Wires at chosen ports, followed through buffers:
The bar under the picture is 100 um long.
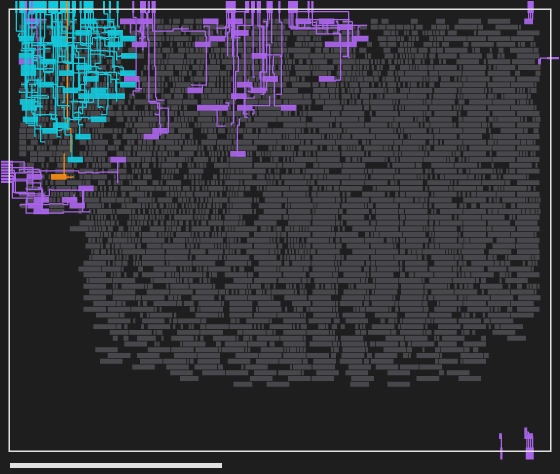
Cells colored by class:
Fill, decap, tap and diode cells in gray.
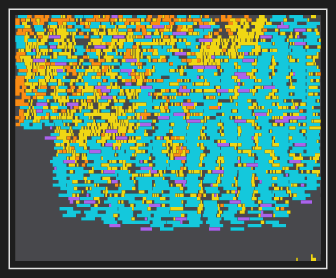
Metal layers overlaid:
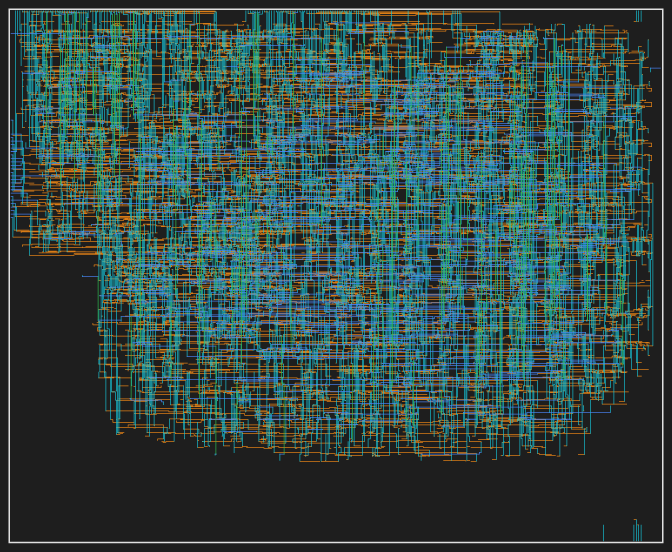
Sizing map:
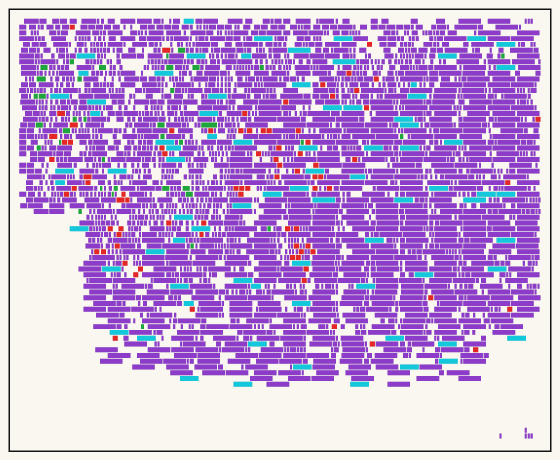
Placement view:
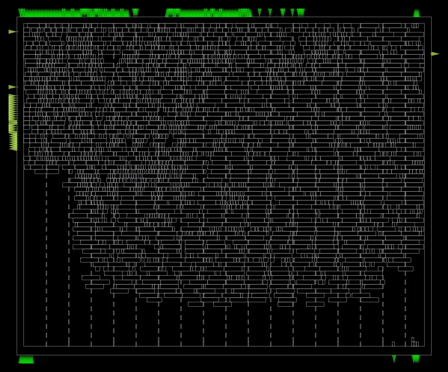
--- src/rtl/snn_maxpool2d.sv ---
// Event-driven 2D max-pool: first spike per pooled neuron per refractory window (or per frame in WTA) is forwarded; accept-to-valid 2 cycles.
// One spike in flight, so output backpressure holds input tready low; define SNN_MAXPOOL_WRAP_TS_EN for modular timestamp elapsed-time compare.
module snn_maxpool2d #(
  parameter int unsigned INPUT_WIDTH    = 8,
  parameter int unsigned INPUT_HEIGHT   = 8,
  parameter int unsigned INPUT_CHANNELS = 2,
  parameter int unsigned POOL_SIZE      = 2,
  parameter int unsigned STRIDE         = 2,
  parameter int unsigned TIME_WIDTH     = 16
) (
  input  logic        clk,
  input  logic        reset,
  input  logic        enable,
  input  logic [47:0] s_axis_input_tdata,
  input  logic        s_axis_input_tvalid,
  output logic        s_axis_input_tready,
  input  logic        s_axis_input_tlast,
  output logic [47:0] m_axis_output_tdata,
  output logic        m_axis_output_tvalid,
  input  logic        m_axis_output_tready,
  output logic        m_axis_output_tlast,
  input  logic [15:0] pooling_window_time,
  input  logic        winner_take_all_enable,
  output logic [31:0] input_spike_count,
  output logic [31:0] output_spike_count,
  output logic        computation_done
);

  localparam int unsigned OUTPUT_WIDTH  = (INPUT_WIDTH - POOL_SIZE) / STRIDE + 1;
  localparam int unsigned OUTPUT_HEIGHT = (INPUT_HEIGHT - POOL_SIZE) / STRIDE + 1;
  localparam int unsigned NUM_ENTRIES   = INPUT_CHANNELS * OUTPUT_HEIGHT * OUTPUT_WIDTH;
  localparam int unsigned IDX_W         = (NUM_ENTRIES > 1) ? $clog2(NUM_ENTRIES) : 1;

  typedef enum logic [1:0] {IDLE, EVAL, OUT} state_t;

  state_t                  state_q;
  logic [47:0]             in_dat_q;
  logic                    in_last_q;
  logic [NUM_ENTRIES-1:0]  valid_q;
  logic [TIME_WIDTH-1:0]   last_ts_q [NUM_ENTRIES];
  logic [47:0]             m_dat_q;
  logic                    m_vld_q;
  logic                    m_last_q;
  logic [31:0]             in_cnt_q;
  logic [31:0]             out_cnt_q;
  logic                    done_q;

  logic [TIME_WIDTH-1:0]   ts;
  logic [31:0]             ch32, y32, x32, ox32, oy32, idx32;
  logic [IDX_W-1:0]        idx;
  logic                    spike_vld, in_range, time_ok, fire_d;
  logic [47:0]             out_dat_d;

  assign ts        = in_dat_q[32 +: TIME_WIDTH];
  assign spike_vld = in_dat_q[0];
  assign ch32      = {24'd0, in_dat_q[31:24]};
  assign y32       = {24'd0, in_dat_q[23:16]};
  assign x32       = {24'd0, in_dat_q[15:8]};
  assign ox32      = x32 / STRIDE;
  assign oy32      = y32 / STRIDE;
  assign idx32     = (ch32 * OUTPUT_HEIGHT + oy32) * OUTPUT_WIDTH + ox32;
  assign idx       = idx32[IDX_W-1:0];

  // Residual checks reject inputs that fall in the gap when STRIDE > POOL_SIZE.
  assign in_range = (ch32 < INPUT_CHANNELS) && (x32 < INPUT_WIDTH) && (y32 < INPUT_HEIGHT) &&
                    (ox32 < OUTPUT_WIDTH) && (oy32 < OUTPUT_HEIGHT) &&
                    ((x32 - ox32 * STRIDE) < POOL_SIZE) && ((y32 - oy32 * STRIDE) < POOL_SIZE);

`ifdef SNN_MAXPOOL_WRAP_TS_EN
  assign time_ok = 17'(TIME_WIDTH'(ts - last_ts_q[idx])) >= {1'b0, pooling_window_time};
`else
  assign time_ok = 17'(ts) >= (17'(last_ts_q[idx]) + {1'b0, pooling_window_time});
`endif

  assign fire_d = spike_vld && in_range &&
                  (!valid_q[idx] || (!winner_take_all_enable && time_ok));

  assign out_dat_d = {16'(ts), in_dat_q[31:24], oy32[7:0], ox32[7:0], 8'h01};

  logic unused_ok;
  assign unused_ok = ^{idx32, in_dat_q[47:32], in_dat_q[7:1]};

  assign s_axis_input_tready  = enable && (state_q == IDLE) && !reset;
  assign m_axis_output_tdata  = m_dat_q;
  assign m_axis_output_tvalid = m_vld_q;
  assign m_axis_output_tlast  = m_last_q;
  assign input_spike_count    = in_cnt_q;
  assign output_spike_count   = out_cnt_q;
  assign computation_done     = done_q;

  always_ff @(posedge clk) begin
    if (reset) begin
      state_q   <= IDLE;
      in_dat_q  <= '0;
      in_last_q <= 1'b0;
      valid_q   <= '0;
      m_dat_q   <= '0;
      m_vld_q   <= 1'b0;
      m_last_q  <= 1'b0;
      in_cnt_q  <= '0;
      out_cnt_q <= '0;
      done_q    <= 1'b0;
    end else begin
      done_q <= 1'b0;
      case (state_q)
        IDLE: begin
          if (s_axis_input_tvalid && s_axis_input_tready) begin
            in_dat_q  <= s_axis_input_tdata;
            in_last_q <= s_axis_input_tlast;
            state_q   <= EVAL;
          end
        end
        EVAL: begin
          if (spike_vld) in_cnt_q <= in_cnt_q + 32'd1;
          if (fire_d) begin
            valid_q[idx] <= 1'b1;
            m_dat_q      <= out_dat_d;
            m_vld_q      <= 1'b1;
            m_last_q     <= in_last_q;
            state_q      <= OUT;
          end else begin
            state_q <= IDLE;
            if (in_last_q) begin
              valid_q <= '0;
              done_q  <= 1'b1;
            end
          end
        end
        OUT: begin
          if (m_axis_output_tready) begin
            m_vld_q   <= 1'b0;
            m_last_q  <= 1'b0;
            out_cnt_q <= out_cnt_q + 32'd1;
            state_q   <= IDLE;
            if (in_last_q) begin
              valid_q <= '0;
              done_q  <= 1'b1;
            end
          end
        end
        default: state_q <= IDLE;
      endcase
    end
  end

  // Timestamps are only meaningful behind a set valid bit, so they need no reset.
  always_ff @(posedge clk) begin
    if (!reset && state_q == EVAL && fire_d) last_ts_q[idx] <= ts;
  end

endmodule

--- config.mk ---
export PLATFORM = sky130hd
export DESIGN_NAME = snn_maxpool2d
export DESIGN_NICKNAME = d
export VERILOG_FILES = /design/src/rtl/snn_maxpool2d.sv
export SDC_FILE = /design/constraint.sdc
export NUM_CORES = 1
export LEC_CHECK = 0
export ABC_AREA = 1
export CAP_MARGIN = 0
export CORE_AREA = 4 4 251 204
export DETAILED_ROUTE_END_ITERATION = 10
export DIE_AREA = 0 0 255 208
export PLACE_DENSITY = 0.89
export SLEW_MARGIN = 25
export SYNTH_ARGS = -nofsm -noshare
export SYNTH_HDL_FRONTEND = slang
export SYNTH_SLANG_ARGS = --single-unit
--- constraint.sdc ---
create_clock -name clk -period 8.2 [get_ports clk]
set_clock_uncertainty 0.1 [all_clocks]
set_input_delay 1.64 -clock clk [delete_from_list [all_inputs] [get_ports clk]]
set_output_delay 1.64 -clock clk [all_outputs]
set_load 0.02 [all_outputs]
==> impl_metrics.py <==
# Generated from Yosys and OpenROAD reports
metrics = {
    "timing": {
        "grt_setup_unrepaired": "false",
        "timing_hold_violations_final": 0,
        "totalNegativeSetupSlack_ns": 0,
        "final_min_period_over_clock_period": 0.930,
        "report.final.slew_viol_count": 0,
    },
    "clocking": {
        "cts_root_buffer": "sky130_fd_sc_hd__clkbuf_16",
        "holdBufCountCts": 0,
        "clk_transition_reported_paths_ns": 0.07,
    },
    "floorplan": {
        "die.size.x_um": 255,
        "top_level_ports": 187,
        "fp-utilization": 0.579,
        "die_height_um": 208,
    },
    "synthesis": {
        "synthArstFlopShare": 0,
        "chip_area_estimate_from_yosys_synthesis_sq_um": 28400,
        "ys_warn_count": 0,
        "postSynthCellCount": 2601,
        "yosys.stat.seqShare": 0.669,
    },
    "power": {
        "total_power_mw": 7.38,
    },
    "drt": {
        "detail_routed_net_length_per_standard_cell_um": 23.7,
        "dr.first_iter.drc_count": 3640,
    },
    "setup_path": {
        "critPathSlowestCell": "sky130_fd_sc_hd__nor4_1",
        "worstSetupStartpointType": "flop",
        "critical_path_peak_fanout": 33,
    },
    "cells_and_area": {
        "layoutNonFillerInstCount": 3472,
        "most_common_library_cell_in_the_layout_ignoring_fill_and_taps": "sky130_fd_sc_hd__nand2_1",
    },
    "placed_design": {
        "place_inst": 3354,
        "hpwlAfterDp_um": 52200,
    },
    "hold_path": {
        "worstHoldPathType": "flop to flop",
    },
    "global_routing": {
        "via_count_of_the_first_global_routing_pass": 21000,
        "antenna_found_initial": 5,
    },
    "run_status": {
        "run_status": "finished clean",
    },
}
## Picture notes: 'wires at chosen ports, followed through buffers'
- cyan: `output_spike_count` (bits 32; direction output; end cells 32; buffers 32; wire 1,980 um)
- purple: `m_axis_output_tdata` (bits 48; direction output; end cells 48; buffers 39; wire 1,850 um)
- orange: `m_axis_output_tvalid` (bits 1; direction output; end cells 1; buffers 1; wire 83.7 um)

## Picture notes: 'cells colored by class'
- purple: clock drivers and dummy loads (cells 112; share of their area 6.2%)
- yellow: all other logic (cells 1,787; share of their area 28%)
- cyan: flip-flops (cells 692; share of their area 59%)
- orange: other buffers and delay cells (cells 238; share of their area 6.9%)
core area: 49,000 sq um
Placement Rows: 73

## Picture notes: 'metal layers overlaid'
- blue: met3 (wire length 11,200 um)
- orange: met1 (wire length 29.2 mm)
- cyan: met2 (wire length 37.4 mm)
- green: met4 (wire length 4,500 um)
total global-route track usage: 0.301
via total after detailed routing: 21,900

## Picture notes: 'sizing map'
- cyan: drive 6 and up (cells 78; share 2.8%)
- purple: drive 1 or less (cells 2,632; share 93%)
- green: drive 2 (cells 37; share 1.3%)
- red: drive 3 to 4 (cells 82; share 2.9%)

## Picture notes: 'placement view'
sequential cell count: 692
fraction of area in registers: 0.578
Core Util, Final: 0.671

==> cell families (layout without fill, tap and decap cells) <==
logic type      count (synthesis)  in the layout  share of synthesized area
compound gates                440            440                     0.0963
xor+xnor                       38             38                     0.0117
fa+ha+maj                      40             40                     0.0182
buf+inv                       283            503                     0.0400
flops                         692            692                      0.669
other cells                     1             15                   0.000132
simple gates                 1107           1107                      0.164
==> power breakdown <==
part           internal (mW)  leakage [nW]  total [mW]  switching [mW]
sequential              3.77          6.38        3.79          0.0155
combinational          0.221          4.15       0.753           0.531
clock                   1.58         0.962        2.84            1.26
==> path summary, 6_finish.rpt <==
| kind | end | from |
|---|---|---|
| hold / removal | m_axis_output_tdata[27] | m_axis_output_tdata[27] |
| setup / recovery | last_ts_q[9][8] | in_dat_q[11] |
| setup reg to reg | last_ts_q[9][8] | in_dat_q[11] |
| hold reg to reg | m_axis_output_tdata[27] | m_axis_output_tdata[27] |
==> registers in the layout, indices dropped and copies added, names as in the netlist <==
| name | cells |
|---|---|
| m_axis_output_tvalid | 1 |
| computation_done | 1 |
| m_axis_output_tdata | 39 |
| input_spike_count | 32 |
| m_axis_output_tlast | 1 |
| in_last_q | 1 |
| valid_q | 32 |
| state_q | 2 |
| output_spike_count | 32 |
| last_ts_q | 512 |
| in_dat_q | 39 |
==> routing by layer <==
metal	vias up	GRT usage	part of all wire	wire length [um]
met5	-	0	0	0
met4	0	0.135	0.055	4500
met3	290	0.0704	0.14	11200
met2	1746	0.460	0.45	37400
met1	10300	0.415	0.36	29200
li1	9514	-	-	-
==> layout make-up <==
cell class | instances | area (sq um)
multi-input cells | 1634 | 8280
flip-flops and latches | 692 | 19000
clock inverters | 30 | 272
well taps | 637 | 797
fillers | 3234 | 16100
repair buffers | 238 | 2220
inverters | 153 | 584
diodes | 6 | 15.0
clock buffers | 82 | 1710
Power and IR drop assume default switching activity.
